## src/rtl/mem_arb_pkg.sv

```systemverilog
// Shared widths, timing constants and state codes for the memory arbiter.
package mem_arb_pkg;

  localparam int unsigned DATA_W      = 16;
  localparam int unsigned BLOCK_WORDS = 8;
  localparam int unsigned MEM_LAT     = 4;
  localparam int unsigned WORD_IDX_W  = $clog2(BLOCK_WORDS);
  localparam int unsigned BLK_OFF_W   = WORD_IDX_W + 1;

  localparam logic [1:0] ST_IDLE    = 2'd0;
  localparam logic [1:0] ST_D_FILL  = 2'd1;
  localparam logic [1:0] ST_I_FILL  = 2'd2;
  localparam logic [1:0] ST_D_WRITE = 2'd3;

  function automatic logic [WORD_IDX_W-1:0] next_word(input logic [WORD_IDX_W-1:0] w);
    return w + WORD_IDX_W'(1);
  endfunction

endpackage

```

## src/rtl/mem_fill_counter.sv

```systemverilog
// Issue and receive word counters for a block fill, shared by both fill states.
module mem_fill_counter
  import mem_arb_pkg::*;
(
  input  logic                  clk,
  input  logic                  rst_n,
  input  logic                  clr,
  input  logic                  issue_en,
  input  logic                  rx_en,
  output logic [WORD_IDX_W-1:0] issue_idx,
  output logic [WORD_IDX_W-1:0] rx_idx,
  output logic                  issuing,
  output logic                  rx_last
);

  logic issue_last;

  assign issue_last = (issue_idx == WORD_IDX_W'(BLOCK_WORDS - 1));
  assign rx_last    = (rx_idx == WORD_IDX_W'(BLOCK_WORDS - 1));

  // Both counters wrap back to zero after the last word.
  always_ff @(posedge clk or negedge rst_n) begin
    if (!rst_n) begin
      issue_idx <= '0;
      rx_idx    <= '0;
      issuing   <= 1'b0;
    end else if (clr) begin
      issue_idx <= '0;
      rx_idx    <= '0;
      issuing   <= 1'b1;
    end else begin
      if (issue_en && issuing) begin
        issue_idx <= next_word(issue_idx);
        if (issue_last) issuing <= 1'b0;
      end
      if (rx_en) rx_idx <= next_word(rx_idx);
    end
  end

endmodule

```

## src/rtl/mem_arbiter.sv

```systemverilog
// Shares the single-ported pipelined main memory between I-cache and D-cache
// miss handlers: block fills, D write-through stores, and fill data steering.
module mem_arbiter
  import mem_arb_pkg::*;
#(
  parameter int unsigned ADDR_W = 16
) (
  input  logic                  clk,
  input  logic                  rst_n,
  input  logic                  i_req,
  input  logic [ADDR_W-1:0]     i_addr,
  output logic                  i_fill_we,
  output logic [WORD_IDX_W-1:0] i_fill_word,
  output logic                  i_done,
  input  logic                  d_req,
  input  logic                  d_wr,
  input  logic [ADDR_W-1:0]     d_addr,
  input  logic [DATA_W-1:0]     d_wdata,
  output logic                  d_fill_we,
  output logic [WORD_IDX_W-1:0] d_fill_word,
  output logic                  d_done,
  output logic [DATA_W-1:0]     fill_data,
  output logic                  mem_en,
  output logic                  mem_wr,
  output logic [ADDR_W-1:0]     mem_addr,
  output logic [DATA_W-1:0]     mem_wdata,
  input  logic [DATA_W-1:0]     mem_rdata,
  input  logic                  mem_rvalid,
  output logic                  busy
);

  logic [1:0]              state, state_nxt;
  logic                    last_was_dfill;
  logic [ADDR_W-2:0]       addr_q;
  logic [DATA_W-1:0]       wdata_q;
  logic                    grant_d, grant_i;
  logic                    in_fill, rx_en, fill_last_rx;
  logic [WORD_IDX_W-1:0]   issue_idx, rx_idx;
  logic                    issuing, rx_last;
  logic [ADDR_W-1:0]       fill_addr;
  logic                    unused_addr_lsb;

  // Byte-lane bit of both request addresses is meaningless for 16-bit words.
  assign unused_addr_lsb = i_addr[0] ^ d_addr[0];

  assign in_fill      = (state == ST_D_FILL) || (state == ST_I_FILL);
  assign rx_en        = in_fill && mem_rvalid;
  assign fill_last_rx = rx_en && rx_last;
  assign fill_addr    = {addr_q[ADDR_W-2:BLK_OFF_W-1], issue_idx, 1'b0};
  assign fill_data    = mem_rdata;

  mem_fill_counter u_cnt (
    .clk       (clk),
    .rst_n     (rst_n),
    .clr       (grant_d | grant_i),
    .issue_en  (in_fill),
    .rx_en     (rx_en),
    .issue_idx (issue_idx),
    .rx_idx    (rx_idx),
    .issuing   (issuing),
    .rx_last   (rx_last)
  );

  always_ff @(posedge clk or negedge rst_n) begin
    if (!rst_n) state <= ST_IDLE;
    else        state <= state_nxt;
  end

  // Grant capture and fairness flag.
  always_ff @(posedge clk or negedge rst_n) begin
    if (!rst_n) begin
      addr_q         <= '0;
      wdata_q        <= '0;
      last_was_dfill <= 1'b0;
    end else begin
      if (grant_d) begin
        addr_q  <= d_addr[ADDR_W-1:1];
        wdata_q <= d_wdata;
      end else if (grant_i) begin
        addr_q  <= i_addr[ADDR_W-1:1];
      end
      if (fill_last_rx) last_was_dfill <= (state == ST_D_FILL);
    end
  end

  // Arbitration, sequencing and output decode.
  always_comb begin
    state_nxt   = state;
    grant_d     = 1'b0;
    grant_i     = 1'b0;
    busy        = 1'b0;
    mem_en      = 1'b0;
    mem_wr      = 1'b0;
    mem_addr    = '0;
    mem_wdata   = '0;
    i_fill_we   = 1'b0;
    i_fill_word = '0;
    i_done      = 1'b0;
    d_fill_we   = 1'b0;
    d_fill_word = '0;
    d_done      = 1'b0;
    case (state)
      ST_IDLE: begin
        if (d_req && (!last_was_dfill || !i_req)) begin
          grant_d   = 1'b1;
          state_nxt = d_wr ? ST_D_WRITE : ST_D_FILL;
        end else if (i_req) begin
          grant_i   = 1'b1;
          state_nxt = ST_I_FILL;
        end
      end
      ST_D_FILL: begin
        busy        = 1'b1;
        mem_en      = issuing;
        mem_addr    = issuing ? fill_addr : '0;
        d_fill_we   = mem_rvalid;
        d_fill_word = rx_idx;
        d_done      = fill_last_rx;
        if (fill_last_rx) state_nxt = ST_IDLE;
      end
      ST_I_FILL: begin
        busy        = 1'b1;
        mem_en      = issuing;
        mem_addr    = issuing ? fill_addr : '0;
        i_fill_we   = mem_rvalid;
        i_fill_word = rx_idx;
        i_done      = fill_last_rx;
        if (fill_last_rx) state_nxt = ST_IDLE;
      end
      ST_D_WRITE: begin
        busy      = 1'b1;
        mem_en    = 1'b1;
        mem_wr    = 1'b1;
        mem_addr  = {addr_q, 1'b0};
        mem_wdata = wdata_q;
        d_done    = 1'b1;
        state_nxt = ST_IDLE;
      end
      default: state_nxt = ST_IDLE;
    endcase
  end

endmodule

```

## config.mk

```make
export PLATFORM = sky130hd
export DESIGN_NAME = mem_arbiter
export DESIGN_NICKNAME = d
export VERILOG_FILES = /design/src/rtl/mem_arb_pkg.sv /design/src/rtl/mem_fill_counter.sv /design/src/rtl/mem_arbiter.sv
export SDC_FILE = /design/constraint.sdc
export NUM_CORES = 1
export LEC_CHECK = 0
export CAP_MARGIN = 10
export CORE_ASPECT_RATIO = 2
export CORE_MARGIN = 5
export CORE_UTILIZATION = 35
export DETAILED_ROUTE_END_ITERATION = 7
export GPL_ROUTABILITY_DRIVEN = 0
export PLACE_DENSITY = 0.78
export SYNTH_ARGS = -nofsm -noshare
export SYNTH_HDL_FRONTEND = slang
export SYNTH_SLANG_ARGS = --single-unit
```

## constraint.sdc

```tcl
create_clock -name clk -period 1.5 [get_ports clk]
set_input_delay 0.225 -clock clk [delete_from_list [all_inputs] [get_ports clk]]
set_output_delay 0.225 -clock clk [all_outputs]
set_load 0.05 [all_outputs]
```

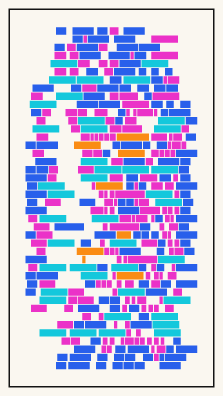
Fig. 1. Cell classes on the final placement (run 1).
Drawn at 3 px/um.
remaining logic cells -> magenta  # cells 171, share of their area 32%
clock drivers and dummy loads -> orange  # cells 8, share of their area 3.9%
remaining buffers and delay cells -> blue  # cells 138, share of their area 41%
sequential cells -> cyan  # cells 41, share of their area 23%
final instance area: 4570 um^2
fin util: 69.6%

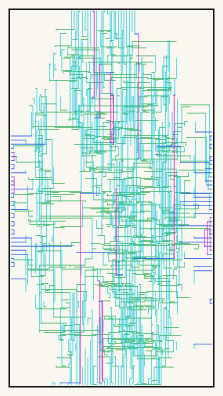
Fig. 2. Routed metal, one color a layer (run 1).
Drawn at 3 px/um.
M3 -> blue  # wire length 324 um
M2 -> cyan  # wire length 4680 um
M4 -> magenta  # wire length 369 um
M1 -> green  # wire length 2570 um
WL/cell: 17.8 um
GRT Total Usage: 19.1%
drt total wl: 7.94 mm

==> reports/summary.txt, run 1 <==
Status: complete, but fails checks
Failing checks: negative setup slack
Critical Path Most Common Cell: buf_12
Max-cap viol count: 0
Comb/total area: 31.1%
Multi-input comb cells: 167
Area share, top type: 44.1%
Ys flops: 41
Largest stage delay, worst path: 0.41 ns
Main flop type: dfrtp_1
Crit path cell chain: inv_2 -> ha_4 -> a21oi_4 -> nor2_4 -> buf_12 -> and2_4 -> buf_12
Number of setup buffers added after CTS: 15
Non-clock inverter total of the final layout: 4
Post-Syn Area per Cell: 9.58 um^2
Final Power: 9.12 mW
HP Class: primary input to asynchronous set/reset pin
Most common logic cells in the final layout: clkdlybuf4s50_1 (50), buf_12 (47), dfrtp_1 (41), and2_4 (36), o21ai_0 (29)
Sequential portion of the cell area: 22.5%
Startpoint types: flip-flop
Synth top cells by count: dfrtp_1 (41), and2_1 (36), o21ai_0 (29)
Latency at later pin: 0.28 ns
DR vias: 2195
Max Slew Vio Count: 0
Slew margin rel.: 63.8%
CP Capture Type: primary output
Io pins: 131
Clock root cell: clkbuf_16
Top cell excl fill/tap: clkdlybuf4s50_1
Tap cells: 88
Post-Synthesis Cells: 243
Netlist Area Pre-Place: 2330 um^2
Skew final: 0.00305 ns
CTS tree: yes
Dpl ws: -0.153 ns
CP max-delay cell: dfrtp_1
Ys Warns: 0
Pin count of the biggest net entering global routing: 42
Worst Tran Pin Value: 0.543 ns
Diode count: 0
Die Footprint: 8480 um^2
Global route overflow: 0
F_max: 528 MHz
Final ANT Viol Nets: 0
Initial antenna violation count: 0
Leak: 1.97 nW
Clock-pin slew on the worst setup and hold paths: 0.06 ns
Reg-to-reg slack, setup: -0.22 ns
Cell total in the yosys stat output: 243
Largest class: non-clock buffers
H-tree Lvls: 2
CTS Buffer Depth: 2
Min cycle time layout: 1.89 ns
Area leader, netlist: dfrtp_1
# setup viols final: 46
Fill cells: 456
Final worst slack: -0.392 ns
DR vias/cell: 4.92
Unique cell types: 28
Quantity of gates resized following cts: 57
Buf/Inv on CP: 3
Post-synth EDFFs: 0
Register-to-Register Path Depth: 8
Clkbuf count: 7
Initial DRT Pass Iterations: 4
Initial drt markers: 71
Syn Nets: 321
Crit path DAT: 1.67 ns
Fin cells: 446
RSZ-0062 raised after global routing: true
Post-DP HPWL: 5.49 mm
CP delay by family, top: flip-flops
Hold-fix buffers at CTS: 0
Synth top cell by count: dfrtp_1
Non-Clock Buffer Count: 138
Global-route wire length before repair: 12.1 mm
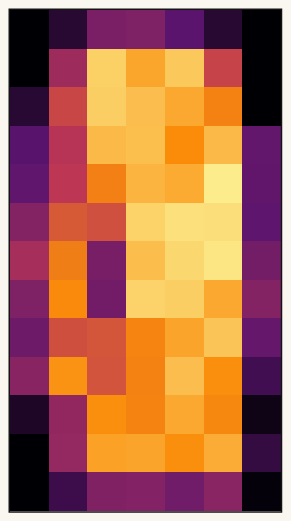
Fig. 3. Cell area per tile (run 1).
Drawn at 4 px/um. 7 x 13 tiles, from black (low) to pale yellow (high), 0 to 100% covered.
fullest tile = 96%
mean over tiles = 53%
nearly empty tiles = 8.8%
tiles over 75% full = 35%
Core ar.: 6570 um^2
Starting Density: 35.4%

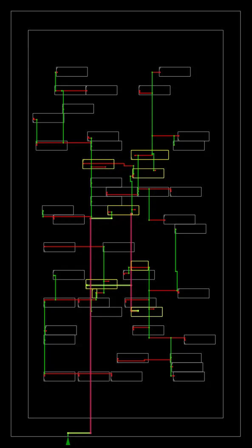
Fig. 4. Clock routing (run 1).
Num CTS Buffers: 5
Sink Count: 41

run 1: worst max-delay path by stage:
stage	startpoint	end	slack (ns)	depth (start not counted)
after CTS	state[1]	mem_addr[7]	-0.36	7
after detailed placement	d_req	wdata_q[6]	-0.15	4
after global placement	i_req	wdata_q[2]	-0.11	4
final	state[1]	mem_addr[4]	-0.39	7
after floorplan	state[0]	mem_addr[10]	-0.16	6
after global routing	state[1]	mem_addr[12]	-0.43	7
run 1: worst register-to-register path: cells and delay by family, from the launching register on:
family,cells,cell delay (ns)
buffers and inverters,4,0.45
DFF,1,0.41
AOI/OAI and AO/OA,3,0.47
adders and majority gates,1,0.27
run 1: cell families (layout without fill, tap and decap cells):
logic type	Yosys count	after routing	synth area share, %
AOI/OAI and AO/OA	62	62	15.4
xor gates and xnor gates	2	2	0.753
adders and majority gates	8	8	4.30
buffers and inverters	35	150	8.92
DFF	41	41	44.1
muxes	16	16	9.19
other	1	1	0.161
and+or+nand+nor	78	78	17.2
run 1: power by group:
group | switching [mW] | internal [mW] | total, mW
Clock | 0.430 | 0.832 | 1.26
Combinational | 2.84 | 3.08 | 5.92
Sequential | 0.338 | 1.60 | 1.94
Total | 3.61 | 5.51 | 9.12
run 1: routing by layer:
metal	GRT usage (%)	share of wire, %
met5	0	0
met4	10.8	4.6
met3	2.42	4.1
met2	36.0	59
met1	18.6	32
run 1: per-stage QoR:
step	util, %	cell area (um^2)
floorplan	-	2490
detailed placement	61.5	4040
finish	69.6	4570
CTS	68.9	4530
global route	69.6	4570
global placement	61.5	4040
run 1: flip-flops by register name, summed over array words and instances, names as in the netlist:
| name | flops |
|---|---|
| wdata_q | 16 |
| u_cnt.issue_idx | 3 |
| addr_q | 15 |
| last_was_dfill | 1 |
| state | 2 |
| u_cnt.issuing | 1 |
| u_cnt.rx_idx | 3 |
==> inputs of run 2 (changes only) <==
--- a/config.mk
+++ b/config.mk
@@ -7,7 +7,6 @@
 export LEC_CHECK = 0
 export CAP_MARGIN = 10
 export CORE_ASPECT_RATIO = 2
-export CORE_MARGIN = 5
 export CORE_UTILIZATION = 35
 export DETAILED_ROUTE_END_ITERATION = 7
 export GPL_ROUTABILITY_DRIVEN = 0
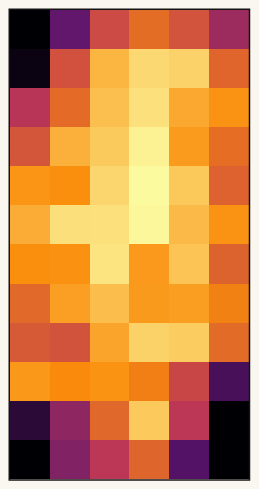
Fig. 5. Cell area per tile (run 2).
Drawn at 4 px/um. 6 x 12 tiles, from black (low) to pale yellow (high), 0 to 100% covered.
emptiest ninth of the die = bottom right
mean over tiles = 66%
fullest tile = 99%
nearly empty tiles = 5.6%

==> reports/summary.txt, run 2 <==
Ys flops: 41 (unchanged)
AND-OR/OR-AND Cells, Area Fraction: 15.4% (unchanged)
Main flop type: dfrtp_1
Max Slew Vio Count: 0 (unchanged)
Buf/Inv on CP: 3 (unchanged)
Clock root cell: clkbuf_16
Diode count: 0 (unchanged)
Starting Density: 36.6% (+1.2 points)
Startpoint types: flip-flop
Psw: 3.77 mW (+4.4%)
Met1 WL: 2.55 mm (-0.70%)
Post-synth EDFFs: 0 (unchanged)
Met3 wire len: 285 um (-12%)
Number of setup buffers added after CTS: 14 (-1)
Syn Nets: 321 (unchanged)
Initial drt markers: 57 (-20%)
Critical Path Most Common Cell: buf_12
Failing checks: negative setup slack
Status: complete, but fails checks
WL/cell: 17.5 um (-1.7%)
DR vias/cell: 5.01 (+1.8%)
Simple share: 17.2% (unchanged)
CP Capture Type: primary output
Post-Synthesis Cells: 243 (unchanged)
CTS tree: yes
Leak: 2.06 nW (+4.8%)
Latency at later pin: 0.28 ns (about the same)
# setup viols final: 49 (+6.5%)
Largest stage delay, worst path: 0.41 ns (about the same)
Pin count of the biggest net entering global routing: 18 (-57%)
CP max-delay cell: dfrtp_1
DR vias: 2280 (+3.9%)
Top Consumer: combinational cells
Clock Power Share: 13.3% (-0.5 points)
H-tree Lvls: 2 (unchanged)
Net Sw Frac: 39.6% (+0.050 points)
Final worst slack: -0.407 ns (-0.0141 ns)
Final ANT Viol Nets: 0 (unchanged)
CP delay by family, top: flip-flops
Global route overflow: 0 (unchanged)
Crit path cell chain: inv_2 -> ha_4 -> a21oi_2 -> nor2_2 -> buf_12 -> and2_4 -> buf_12
Io pins: 131 (unchanged)
Cell total in the yosys stat output: 243 (unchanged)
HP Class: primary input to asynchronous set/reset pin
Initial antenna violation count: 0 (unchanged)
Num CTS Buffers: 5 (unchanged)
Area share, top type: 44.1% (unchanged)
Register-to-Register Path Depth: 7 (-1)
Area leader, netlist: dfrtp_1
RSZ-0062 raised after global routing: true
Global-route wire length before repair: 12.0 mm (-0.52%)
Final Power: 9.51 mW (+4.2%)
Combinational power share: 66.1% (+1.2 points)
Core ar.: 6360 um^2 (-3.2%)
Netlist Area Pre-Place: 2330 um^2 (unchanged)
Largest registers: wdata_q: 16 flops, addr_q: 15 flops
Register share of total power: 20.7% (-0.5 points)
Biggest register: wdata_q
Post-Syn Area per Cell: 9.58 um^2 (unchanged)
Synth top cells by count: dfrtp_1 (41), and2_1 (36), o21ai_0 (29)
Initial DRT Pass Iterations: 4 (unchanged)
Ys Warns: 0 (unchanged)
Met2 routed wirelength: 4.93 mm (+5.5%)
Min cycle time layout: 1.91 ns (+0.0141 ns)
Synth top cell by count: dfrtp_1
P_comb: 6.28 mW (+6.1%)
## run 2: cell counts after synthesis
No cell type changed its count.
## run 2: area by class of cell
| type | instances | area (um^2) | share of cell area (%) |
|---|---|---|---|
| clock buffer | 7 | 143 | 3.02 |
| timing repair buffer | 147 | 1950 | 41.2 |
| clock inverter | 1 | 30.0 | 0.635 |
| inverter | 4 | 18.8 | 0.397 |
| tap | 86 | 108 | 2.27 |
| multi-input combinational | 169 | 1460 | 30.8 |
| sequential | 41 | 1030 | 21.7 |
## run 2: per-stage QoR
stage / setup TNS (ns) / hold slack, ns / worst slack [ns] / utilization, % / std cells
3_3_place_gp: -2.90 / 0.173 / -0.0945 / 63.4 / 425
3_5_place_dp: -4.30 / 0.172 / -0.122 / 63.4 / 425
6_report: -12.51 / 0.401 / -0.407 / 74.4 / 455
4_1_cts: -13.25 / 0.408 / -0.406 / 72.8 / 450
5_1_grt: -15.22 / 0.432 / -0.445 / 74.4 / 455
2_1_floorplan: -1.97 / -0.0706 / -0.155 / - / 243
## run 2: per-layer routing
| layer | track usage, % | vias up |
|---|---|---|
| met5 | 0 | - |
| met2 | 45.2 | 88 |
| met1 | 22.0 | 1120 |
| met4 | 8.87 | 0 |
| li1 | - | 1052 |
| met3 | 3.31 | 20 |
## run 2: how the worst max path moves through the flow
stage,start,endpoint,slack [ns],cells past startpoint
6_report,state[0],mem_addr[15],-0.41,7
5_1_grt,state[0],mem_addr[15],-0.44,7
4_1_cts,state[0],mem_addr[9],-0.41,7
3_5_place_dp,d_req,wdata_q[10],-0.12,4
3_3_place_gp,d_req,wdata_q[10],-0.09,4
2_1_floorplan,state[0],mem_addr[10],-0.16,6
==> inputs of run 3 (changes only) <==
--- a/config.mk
+++ b/config.mk
@@ -9,7 +9,6 @@
 export CORE_ASPECT_RATIO = 2
 export CORE_UTILIZATION = 35
 export DETAILED_ROUTE_END_ITERATION = 7
-export GPL_ROUTABILITY_DRIVEN = 0
 export PLACE_DENSITY = 0.78
 export SYNTH_ARGS = -nofsm -noshare
 export SYNTH_HDL_FRONTEND = slang
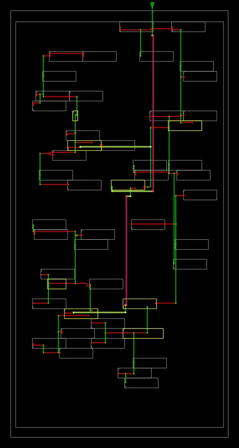
Fig. 6. Clock routing (run 3).
skew final: 0.00421 ns
clkbuf count: 7

==> reports/summary.txt, run 3 <==
Ys flops: 41 (unchanged)
Final ANT Viol Nets: 0 (unchanged)
Psw: 3.77 mW (unchanged)
Pin count of the biggest net entering global routing: 18 (unchanged)
CTS tree: yes
Cell total in the yosys stat output: 243 (unchanged)
Layout cell share with drive strength beyond 1: 50.1%
Global route overflow: 0 (unchanged)
Biggest register: wdata_q
Syn Nets: 321 (unchanged)
Yosys chip area: 2330 um^2
Synth top cell by count: dfrtp_1
Area share, top type: 44.1% (unchanged)
Net Sw Frac: 39.6% (unchanged)
Max-cap viol count: 0
Crit path from: state[0]
HP Class: primary input to asynchronous set/reset pin
Synth top cells by count: dfrtp_1 (41), and2_1 (36), o21ai_0 (29)
Nets: 446
Failing checks: negative setup slack
Netlist Area Pre-Place: 2330 um^2 (unchanged)
Num CTS Buffers: 5 (unchanged)
Area leader, netlist: dfrtp_1
Fin util: 74.4% (unchanged)
Crit path to: mem_addr[15]
Largest register FFs: 16
Ys async rst share: 100%
Final period util: 127%
Most common logic cells in the final layout: clkdlybuf4s50_1 (50), buf_12 (48), dfrtp_1 (41), and2_4 (36), buf_4 (26)
Io pins: 131 (unchanged)
P_int: 5.74 mW
Min cycle time layout: 1.91 ns (unchanged)
Status: complete, but fails checks
Initial DRT Pass Iterations: 4 (unchanged)
GRT Total Usage: 23.1%
Clock root cell: clkbuf_16
Final instance area: 4730 um^2
Register share of total power: 20.7% (about the same)
Chip Height: 117 um
Worst setup path class: flip-flop to primary output
Worst Hold Slack: 0.401 ns (unchanged)
Ys Warns: 0 (unchanged)
CP Capture Type: primary output
RSZ-0062 raised after global routing: true
Final Power: 9.51 mW (unchanged)
Starting Density: 36.6% (unchanged)
Leak: 2.06 nW (unchanged)
Die width: 59.7 um
Post-synth EDFFs: 0 (unchanged)
Max Slew Vio Count: 0 (unchanged)
Die Footprint: 7000 um^2
Latency at later pin: 0.28 ns (about the same)
# rows: 41
Hold Vio Cnt, Final: 0
Post-Syn Area per Cell: 9.58 um^2 (unchanged)
Initial drt markers: 57 (unchanged)
Crit path DAT: 1.68 ns
DP Cell Count: 425 (unchanged)
Post-Synthesis Cells: 243 (unchanged)
Main flop type: dfrtp_1
CTS Buffer Depth: 2
H-tree Lvls: 2 (unchanged)
Startpoint types: flip-flop
Gpl congestion: 0.743
Setup TNS: -12.51 ns (unchanged)
DR vias: 2280 (unchanged)
Worst vdd ir: 0.00129 V
DR vias/cell: 5.01 (unchanged)
Final worst slack: -0.407 ns (unchanged)
Largest registers: wdata_q: 16 flops, addr_q: 15 flops
Register-to-Register Path Depth: 7 (unchanged)
# setup viols final: 49 (unchanged)
PD cells: 2010 nW/um^2
Combinational power share: 66.1% (about the same)
Global-route wire length before repair: 12.0 mm (unchanged)
Synth top area cells: dfrtp_1 (44%), and2_1 (9.7%), o21ai_0 (6.2%)
WL/cell: 17.5 um (unchanged)
Initial antenna violation count: 0 (unchanged)
Core ar.: 6360 um^2 (unchanged)
Fin cells: 455 (unchanged)
Dpl ws: -0.122 ns (unchanged)
Clock Power Share: 13.3% (about the same)
Diode count: 0 (unchanged)
Drt total wl: 7.96 mm
## run 3: cell counts in the layout (fill, tap and decap cells not counted)
Identical to the previous run, type by type.
## run 3: power groups by stage
stage	logic, mW	clock network, mW	registers, mW
floorplan	2.97	0	1.82
global placement	4.92	0	1.85
detailed placement	5.03	0	1.89
CTS	5.96	1.27	1.92
global route	6.58	1.32	2.01
finish	6.28	1.26	1.96
## run 3: cell families (layout without fill, tap and decap cells)
logic type	Yosys count	count (layout)	synth area share (%)
muxes	16	16	9.19
adders and majority gates	8	8	4.30
and+or+nand+nor	78	80	17.2
buffers and inverters	35	159	8.92
xor gates and xnor gates	2	2	0.753
AOI/OAI and AO/OA	62	62	15.4
DFF	41	41	44.1
other	1	1	0.161
## run 3: metal layers
metal / wire length [um] / track usage (%)
met1: 2550 / 22.0
met2: 4930 / 45.2
met3: 285 / 3.31
met4: 191 / 8.87
met5: 0 / 0
## run 3: layout make-up
type,count,area [um^2],share of cell area [%]
sequential,41,1030,21.7
tap,86,108,2.27
timing repair buffer,147,1950,41.2
multi-input combinational,169,1460,30.8
clock inverter,1,30.0,0.635
clock buffer,7,143,3.02
inverter,4,18.8,0.397
## run 3: critical path, cell delays in order (launching register included)
cell     delay (ns)
dfrtp_1        0.41
inv_2          0.07
ha_4           0.29
a21oi_2        0.06
nor2_2         0.13
buf_12         0.16
and2_4         0.16
buf_12         0.13
## run 3: repair_timing
action | in CTS | in global routing
hold endpoints to repair | 14 | 0
hold buffers | 1 | 0
buffers inserted | 14 | 4
endpoints found under the setup margin | 48 | 82
gates resized | 70 | 33
cloned | 3 | 4
pin swaps | 11 | 13

==> layout pictures side by side <==
Pin map.
Drawn at 4 px/um. Pins as bars across the die edge, other pins in gray.
panel A
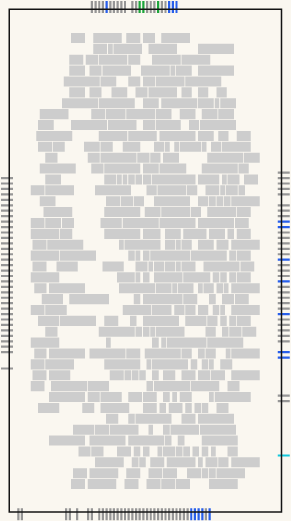
panel B
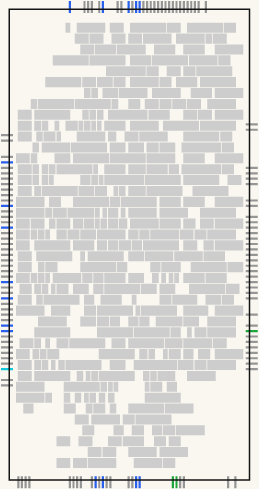
- largest die: panel A
panel B: run 3
panel A: run 1

No activity file was given, so power comes from the tool's default toggle rates.
